==> images/met2.png <==
Drawn at 1.5 px/um.
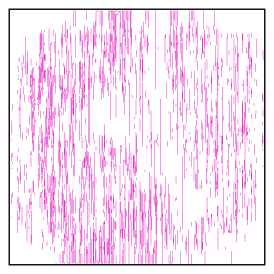
==> images/met3.png <==
Drawn at 1.5 px/um. Cells faint in the background.
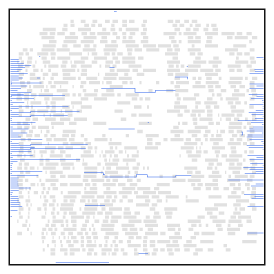
`src/rtl/fetch_pkg.sv`:
```
// Shared types for the instruction-fetch stage: fault codes, the queued
// fetch entry and the fault-priority decode.
package fetch_pkg;

    typedef enum logic [1:0] {
        FAULT_NONE     = 2'd0,
        FAULT_MISALIGN = 2'd1,
        FAULT_ACCESS   = 2'd2
    } fault_e;

    localparam logic [31:0] NOP_INSTR = 32'h0000_0013;  // addi x0, x0, 0

    typedef struct packed {
        logic [31:0] pc;
        logic [31:0] instr;
        fault_e      fault;
    } fetch_entry_t;

    // Misalignment is decided by the PC alone and outranks a bus error.
    function automatic fault_e fault_decode(input logic [1:0] pc_lsb, input logic err);
        if (pc_lsb != 2'b00) return FAULT_MISALIGN;
        if (err)             return FAULT_ACCESS;
        return FAULT_NONE;
    endfunction

endpackage

```
`src/rtl/fetch_if.sv`:
```
// Fetch-to-decode handshake: one fetch entry per valid/ready transfer.
interface fetch_if;
    import fetch_pkg::*;

    logic         valid;
    logic         ready;
    fetch_entry_t entry;

    modport master (output valid, output entry, input ready);
    modport slave  (input valid, input entry, output ready);

endinterface

```
`src/rtl/fetch_fifo.sv`:
```
// Circular fetch buffer with synchronous flush; the head is read straight
// from storage so the outputs toward decode are registered.
module fetch_fifo #(
    parameter int  DEPTH = 2,
    parameter type T     = logic [31:0]
) (
    input  logic clk_i,
    input  logic rst_ni,
    input  logic flush_i,
    input  logic push_i,
    input  T     data_i,
    input  logic pop_i,
    output T     data_o,
    output logic empty_o,
    output logic full_o
);

    localparam int AW = (DEPTH > 1) ? $clog2(DEPTH) : 1;
    localparam int CW = $clog2(DEPTH + 1);

    T              mem_q [DEPTH];
    logic [AW-1:0] wr_ptr_q, wr_ptr_d;
    logic [AW-1:0] rd_ptr_q, rd_ptr_d;
    logic [CW-1:0] count_q, count_d;
    logic          do_push, do_pop;

    function automatic logic [AW-1:0] ptr_inc(input logic [AW-1:0] p);
        return (p == AW'(DEPTH - 1)) ? '0 : p + AW'(1);
    endfunction

    assign empty_o = (count_q == '0);
    assign full_o  = (count_q == CW'(DEPTH));
    assign do_push = push_i & ~full_o;
    assign do_pop  = pop_i & ~empty_o;
    assign data_o  = mem_q[rd_ptr_q];

    always_comb begin
        wr_ptr_d = wr_ptr_q;
        rd_ptr_d = rd_ptr_q;
        count_d  = count_q;
        if (flush_i) begin
            wr_ptr_d = '0;
            rd_ptr_d = '0;
            count_d  = '0;
        end else begin
            if (do_push) wr_ptr_d = ptr_inc(wr_ptr_q);
            if (do_pop)  rd_ptr_d = ptr_inc(rd_ptr_q);
            case ({do_push, do_pop})
                2'b10:   count_d = count_q + CW'(1);
                2'b01:   count_d = count_q - CW'(1);
                default: count_d = count_q;
            endcase
        end
    end

    always_ff @(posedge clk_i or negedge rst_ni) begin
        if (!rst_ni) begin
            wr_ptr_q <= '0;
            rd_ptr_q <= '0;
            count_q  <= '0;
            for (int i = 0; i < DEPTH; i++) mem_q[i] <= '0;
        end else begin
            wr_ptr_q <= wr_ptr_d;
            rd_ptr_q <= rd_ptr_d;
            count_q  <= count_d;
            if (do_push && !flush_i) mem_q[wr_ptr_q] <= data_i;
        end
    end

    a_no_overflow: assert property (@(posedge clk_i) disable iff (!rst_ni)
        !(push_i && full_o && !flush_i));

endmodule

```
`src/rtl/fetch_stage.sv`:
```
// Instruction fetch: issues the PC to a 1-cycle synchronous imem, tags each
// returned word with its PC/fault and buffers it toward decode.
module fetch_stage
    import fetch_pkg::*;
#(
    parameter int BUF_DEPTH = 2
) (
    input  logic        clk_i,
    input  logic        rst_ni,
    input  logic [31:0] pc_i,
    output logic [31:0] next_pc_o,
    output logic        pc_stall_o,
    input  logic        redirect_i,
    input  logic [31:0] redirect_pc_i,
    output logic        imem_en_o,
    output logic [31:0] imem_addr_o,
    input  logic [31:0] imem_rdata_i,
    input  logic        imem_err_i,
    fetch_if.master     id_if
);

    logic [31:0]  pc_q;
    logic         inflight_q;
    logic         fifo_full, fifo_empty;
    logic         push, pop;
    fault_e       rsp_fault;
    fetch_entry_t rsp_entry;

    // The memory is read every cycle we are out of reset; stalls are handled
    // by dropping the response and letting the held PC re-fetch it.
    assign imem_en_o   = rst_ni;
    assign imem_addr_o = {pc_i[31:2], 2'b00};
    assign next_pc_o   = redirect_i ? redirect_pc_i : pc_i + 32'd4;

    // Stall comes only from registered occupancy, so there is no path from
    // id_ready to the PC stage; a redirect must be allowed to load the target.
    assign pc_stall_o = fifo_full & ~redirect_i;

    assign push = inflight_q & ~fifo_full & ~redirect_i;
    assign pop  = id_if.valid & id_if.ready & ~redirect_i;

    always_comb begin
        rsp_fault       = fault_decode(pc_q[1:0], imem_err_i);
        rsp_entry       = '0;
        rsp_entry.pc    = pc_q;
        rsp_entry.fault = rsp_fault;
        rsp_entry.instr = (rsp_fault == FAULT_NONE) ? imem_rdata_i : NOP_INSTR;
    end

    // inflight_q marks the next cycle's response as on the correct path.
    always_ff @(posedge clk_i or negedge rst_ni) begin
        if (!rst_ni) begin
            pc_q       <= '0;
            inflight_q <= 1'b0;
        end else begin
            pc_q       <= pc_i;
            inflight_q <= ~redirect_i;
        end
    end

    fetch_fifo #(
        .DEPTH (BUF_DEPTH),
        .T     (fetch_entry_t)
    ) u_fifo (
        .clk_i   (clk_i),
        .rst_ni  (rst_ni),
        .flush_i (redirect_i),
        .push_i  (push),
        .data_i  (rsp_entry),
        .pop_i   (pop),
        .data_o  (id_if.entry),
        .empty_o (fifo_empty),
        .full_o  (fifo_full)
    );

    assign id_if.valid = ~fifo_empty;

endmodule

```
`src/flat_wrapper.sv`:
```
// flat-port wrapper written by rule: the top's interface ports become plain ports
module fetch_stage_flat import fetch_pkg::*;
#(
    parameter int BUF_DEPTH = 2
)
  (clk_i, rst_ni, pc_i, next_pc_o, pc_stall_o, redirect_i, redirect_pc_i, imem_en_o, imem_addr_o, imem_rdata_i, imem_err_i, id_if_valid, id_if_entry, id_if_ready);
  fetch_if id_if_i ();
  input  logic clk_i;
  input  logic rst_ni;
  input  logic [31:0] pc_i;
  output logic [31:0] next_pc_o;
  output logic pc_stall_o;
  input  logic redirect_i;
  input  logic [31:0] redirect_pc_i;
  output logic imem_en_o;
  output logic [31:0] imem_addr_o;
  input  logic [31:0] imem_rdata_i;
  input  logic imem_err_i;
  output wire logic [$bits(id_if_i.valid)-1:0] id_if_valid;
  output wire logic [$bits(id_if_i.entry)-1:0] id_if_entry;
  input wire logic [$bits(id_if_i.ready)-1:0] id_if_ready;
  assign id_if_valid = id_if_i.valid;
  assign id_if_entry = id_if_i.entry;
  assign id_if_i.ready = id_if_ready;
  fetch_stage #(.BUF_DEPTH(BUF_DEPTH)) u_core (.clk_i(clk_i), .rst_ni(rst_ni), .pc_i(pc_i), .next_pc_o(next_pc_o), .pc_stall_o(pc_stall_o), .redirect_i(redirect_i), .redirect_pc_i(redirect_pc_i), .imem_en_o(imem_en_o), .imem_addr_o(imem_addr_o), .imem_rdata_i(imem_rdata_i), .imem_err_i(imem_err_i), .id_if(id_if_i));
endmodule
```
`config.mk`:
```
export PLATFORM = sky130hd
export DESIGN_NAME = fetch_stage_flat
export DESIGN_NICKNAME = d
export VERILOG_FILES = /design/src/rtl/fetch_pkg.sv /design/src/rtl/fetch_if.sv /design/src/rtl/fetch_fifo.sv /design/src/rtl/fetch_stage.sv /design/src/flat_wrapper.sv
export SDC_FILE = /design/constraint.sdc
export NUM_CORES = 1
export LEC_CHECK = 0
export CELL_PAD_IN_SITES_DETAIL_PLACEMENT = 1
export CELL_PAD_IN_SITES_GLOBAL_PLACEMENT = 2
export CORE_MARGIN = 4
export CORE_UTILIZATION = 32
export CTS_CLUSTER_DIAMETER = 80
export DETAILED_ROUTE_END_ITERATION = 12
export GPL_TIMING_DRIVEN = 0
export PLACE_DENSITY = 0.86
export SETUP_SLACK_MARGIN = 0.4
export SYNTH_ARGS = -nofsm -noshare
export SYNTH_HDL_FRONTEND = slang
export SYNTH_HIERARCHICAL = 1
export SYNTH_SLANG_ARGS = --single-unit
```
`constraint.sdc`:
```
create_clock -name clk_i -period 3.2 [get_ports clk_i]
set_input_delay 0.64 -clock clk_i [delete_from_list [all_inputs] [get_ports clk_i]]
set_output_delay 0.64 -clock clk_i [all_outputs]
set_load 0.05 [all_outputs]
```
==> GITHUB_STEP_SUMMARY <==
## Synthesis and layout report

| Metric | Value |
|---|---|
| Met1 Use GR | `22.3%` |
| Final Max Slew Viols | `0` |
| Met3 wire len | `1.36 mm` |
| Site Rows | `58` |
| Total GRT Usage | `17.1%` |
| Worst-path cell chain | `buf_12, nand4_1, or4_4, buf_8, or3_4, a31oi_4, buf_6` |
| Crit-path leading delay family | `simple AND/OR/NAND/NOR gates` |
| Vias in the first global route | `6859` |
| Critical Path Stages | `7` |
| CP endpoint kind | `output pin` |
| CTS max path bufs | `2` |
| Clock transition at path regs | `0.07 ns` |
| Post-synthesis cell type count | `39` |
| CP max FO | `5` |
| Max-capacitance violation count | `0` |
| Area after DPL | `11400 um2` |
| Cts repair resizes | `502` |
| Htree depth | `4` |
| Clk_skew | `0.0102 ns` |
| Global placer's final weighted congestion | `0.768` |
| Fp_density | `32.8%` |
| Status | `completed` |
| Late-Pin Clk Latency | `0.42 ns` |
| Worst r2r src | `u_core/u_fifo/count_q[1]$_DFFE_PN0P_` |
| M3 GR Usage | `4.45%` |
| Worst-Margin Slew | `0.601 ns` |
| VDD IR-drop max | `278 uV` |
| Final hold viol count | `0` |
| Highest Signal Layer | `met4` |
| Ratio of cells with drive above 1 in the final layout | `49.0%` |
| DRC viols | `0` |
| Utilization after layout | `48.7%` |
| Setup_tns | `0 ns` |
| Vias/cell | `4.79` |
| Most frequent cells in the layout | `dfrtp_1 (169), mux2_2 (161), clkdlybuf4s50_1 (100)` |
| Yosys Warn Count | `6` |
| Ys flops | `169` |
| Largest register FFs | `132` |
| Count of tool warnings | `31` |
| Crit path DAT | `2.42 ns` |
| Final Cell Area | `12400 um2` |
| Startpoint types | `input port` |
| Detailed-routing wirelength on met1 | `10.8 mm` |
| Worst Path Required | `2.56 ns` |
| Crit path kind | `input port to output pin` |
| Detailed Routing Iterations Pass 1 | `4` |
| Core area | `25400 um2` |
| WP buf/inv | `3` |
| Via count | `6055` |
| Yosys cell count | `647` |
| IO buf count | `231` |
| RSZ-0062 raised after global routing | `yes` |
| Fraction of registers with async set/reset | `100%` |
| CTS root buf | `clkbuf_16` |
| Critical Path Start | `pc_i[4]` |
| Worst setup endpoint | `next_pc_o[19]` |
| Worst path max stage delay | `0.62 ns` |
| F_max | `327 MHz` |
| Chip Area, Yosys | `8340 um2` |
| Post-synthesis cell count | `647` |
| Initial antenna violation count | `0` |
| Largest regs | `u_core/u_fifo/mem_q: 132 flops, u_core/pc_q: 32 flops, u_core/u_fifo/count_q: 2 flops` |
| Relative slew slack | `60.1%` |
| Initial DRC count | `218` |
| # hold bufs at CTS | `0` |
| GR Layer Usage met2 | `28.9%` |
| Biggest register | `u_core/u_fifo/mem_q` |
| Final Instance Count excl. Fillers | `1265` |
| Worst reg2reg path depth | `7` |
| WL/cell | `19.4 um` |
| Slowest-stage cell, CP | `or4_4` |
| Mapped Area | `8340 um2` |
| Largest net degree at the start of global routing | `101` |
| Sequential area share after synthesis | `50.7%` |
| Post-layout min period | `3.06 ns` |
| Post-DP HPWL | `17.3 mm` |
| Worst Slack Setup Final | `0.144 ns` |
| Fin nets | `1024` |
| Pleak | `5.55 nW` |
| I/O pin total | `234` |
| Routed WL | `24.5 mm` |
| CTS tree | `built` |
| Tcrit/Tclk final | `95.5%` |
| Post-CTS setup buffer count | `14` |
| Met2 routed WL | `12.2 mm` |
| Antenna diodes | `0` |
| Die ar. | `28700 um2` |
| Pwr dens | `521 nW/um2` |
| Congestion Overflow GR | `0` |
Notes on met2.png above:
wire length on this layer = 12200 um
share of all routed wire = 50%
main direction = vertical

Notes on met3.png above:
main direction = horizontal
wire length on this layer = 1360 um

-- layout make-up --
type                            instances  area (um2)  share of cell area (%)
Buffer                                 69         541                    4.37
Clock buffer                           17         425                    3.44
Clock inverter                         15         120                   0.971
Inverter                                7        26.3                   0.212
Multi-Input combinational cell        403        4030                    32.6
Sequential cell                       169        4230                    34.2
Tap cell                              330         413                    3.34
Timing Repair Buffer                  255        2590                    20.9
-- cell usage after synthesis, types with 4 or more instances --
library cell  instances  share of area [%]
dfrtp_1             169                 51
mux2_2              161                 22
mux2_4               40                7.2
buf_4                33                3.0
and2_1               30                2.3
nand2_1              25                1.1
o21ai_0              24                1.4
nor2_1               19               0.86
a31oi_1              15                1.1
clkbuf_1             14               0.63
nand3_1              11               0.66
buf_2                10               0.60
or3_1                10               0.75
nand4_1               9               0.68
or4_1                 9               0.81
o31ai_1               8               0.72
xnor2_1               8               0.84
buf_6                 7               0.95
inv_1                 7               0.32
xor2_1                7               0.74
and3_1                4               0.30
buf_1                 4               0.18
nor4_1                4               0.30
-- power by group --
part / internal (mW) / switching, mW / total [mW]
combinational: 0.815 / 1.13 / 1.95
sequential: 2.43 / 0.158 / 2.59
clock: 1.01 / 0.902 / 1.91
-- worst register-to-register path: stages, from the launching register on --
cell and delay [ns]:
dfrtp_1 0.43, nor2b_2 0.23, nor3b_4 0.20, inv_1 0.13
or4b_4 0.58, buf_6 0.19, buf_6 0.17, mux2_4 0.32
-- cell families after synthesis --
group	Yosys count	share of synthesized area, %
adder cells (fa/ha/maj)	1	0.150
other	1	0.0450
XOR/XNOR	15	1.58
AND-OR/OR-AND	50	3.50
AND/OR/NAND/NOR	134	9.28
flip-flops	169	50.7
multiplexers	201	29.0
buffers and inverters	76	5.76
Power figures rest on the tool's default switching activity, not on a simulated workload.
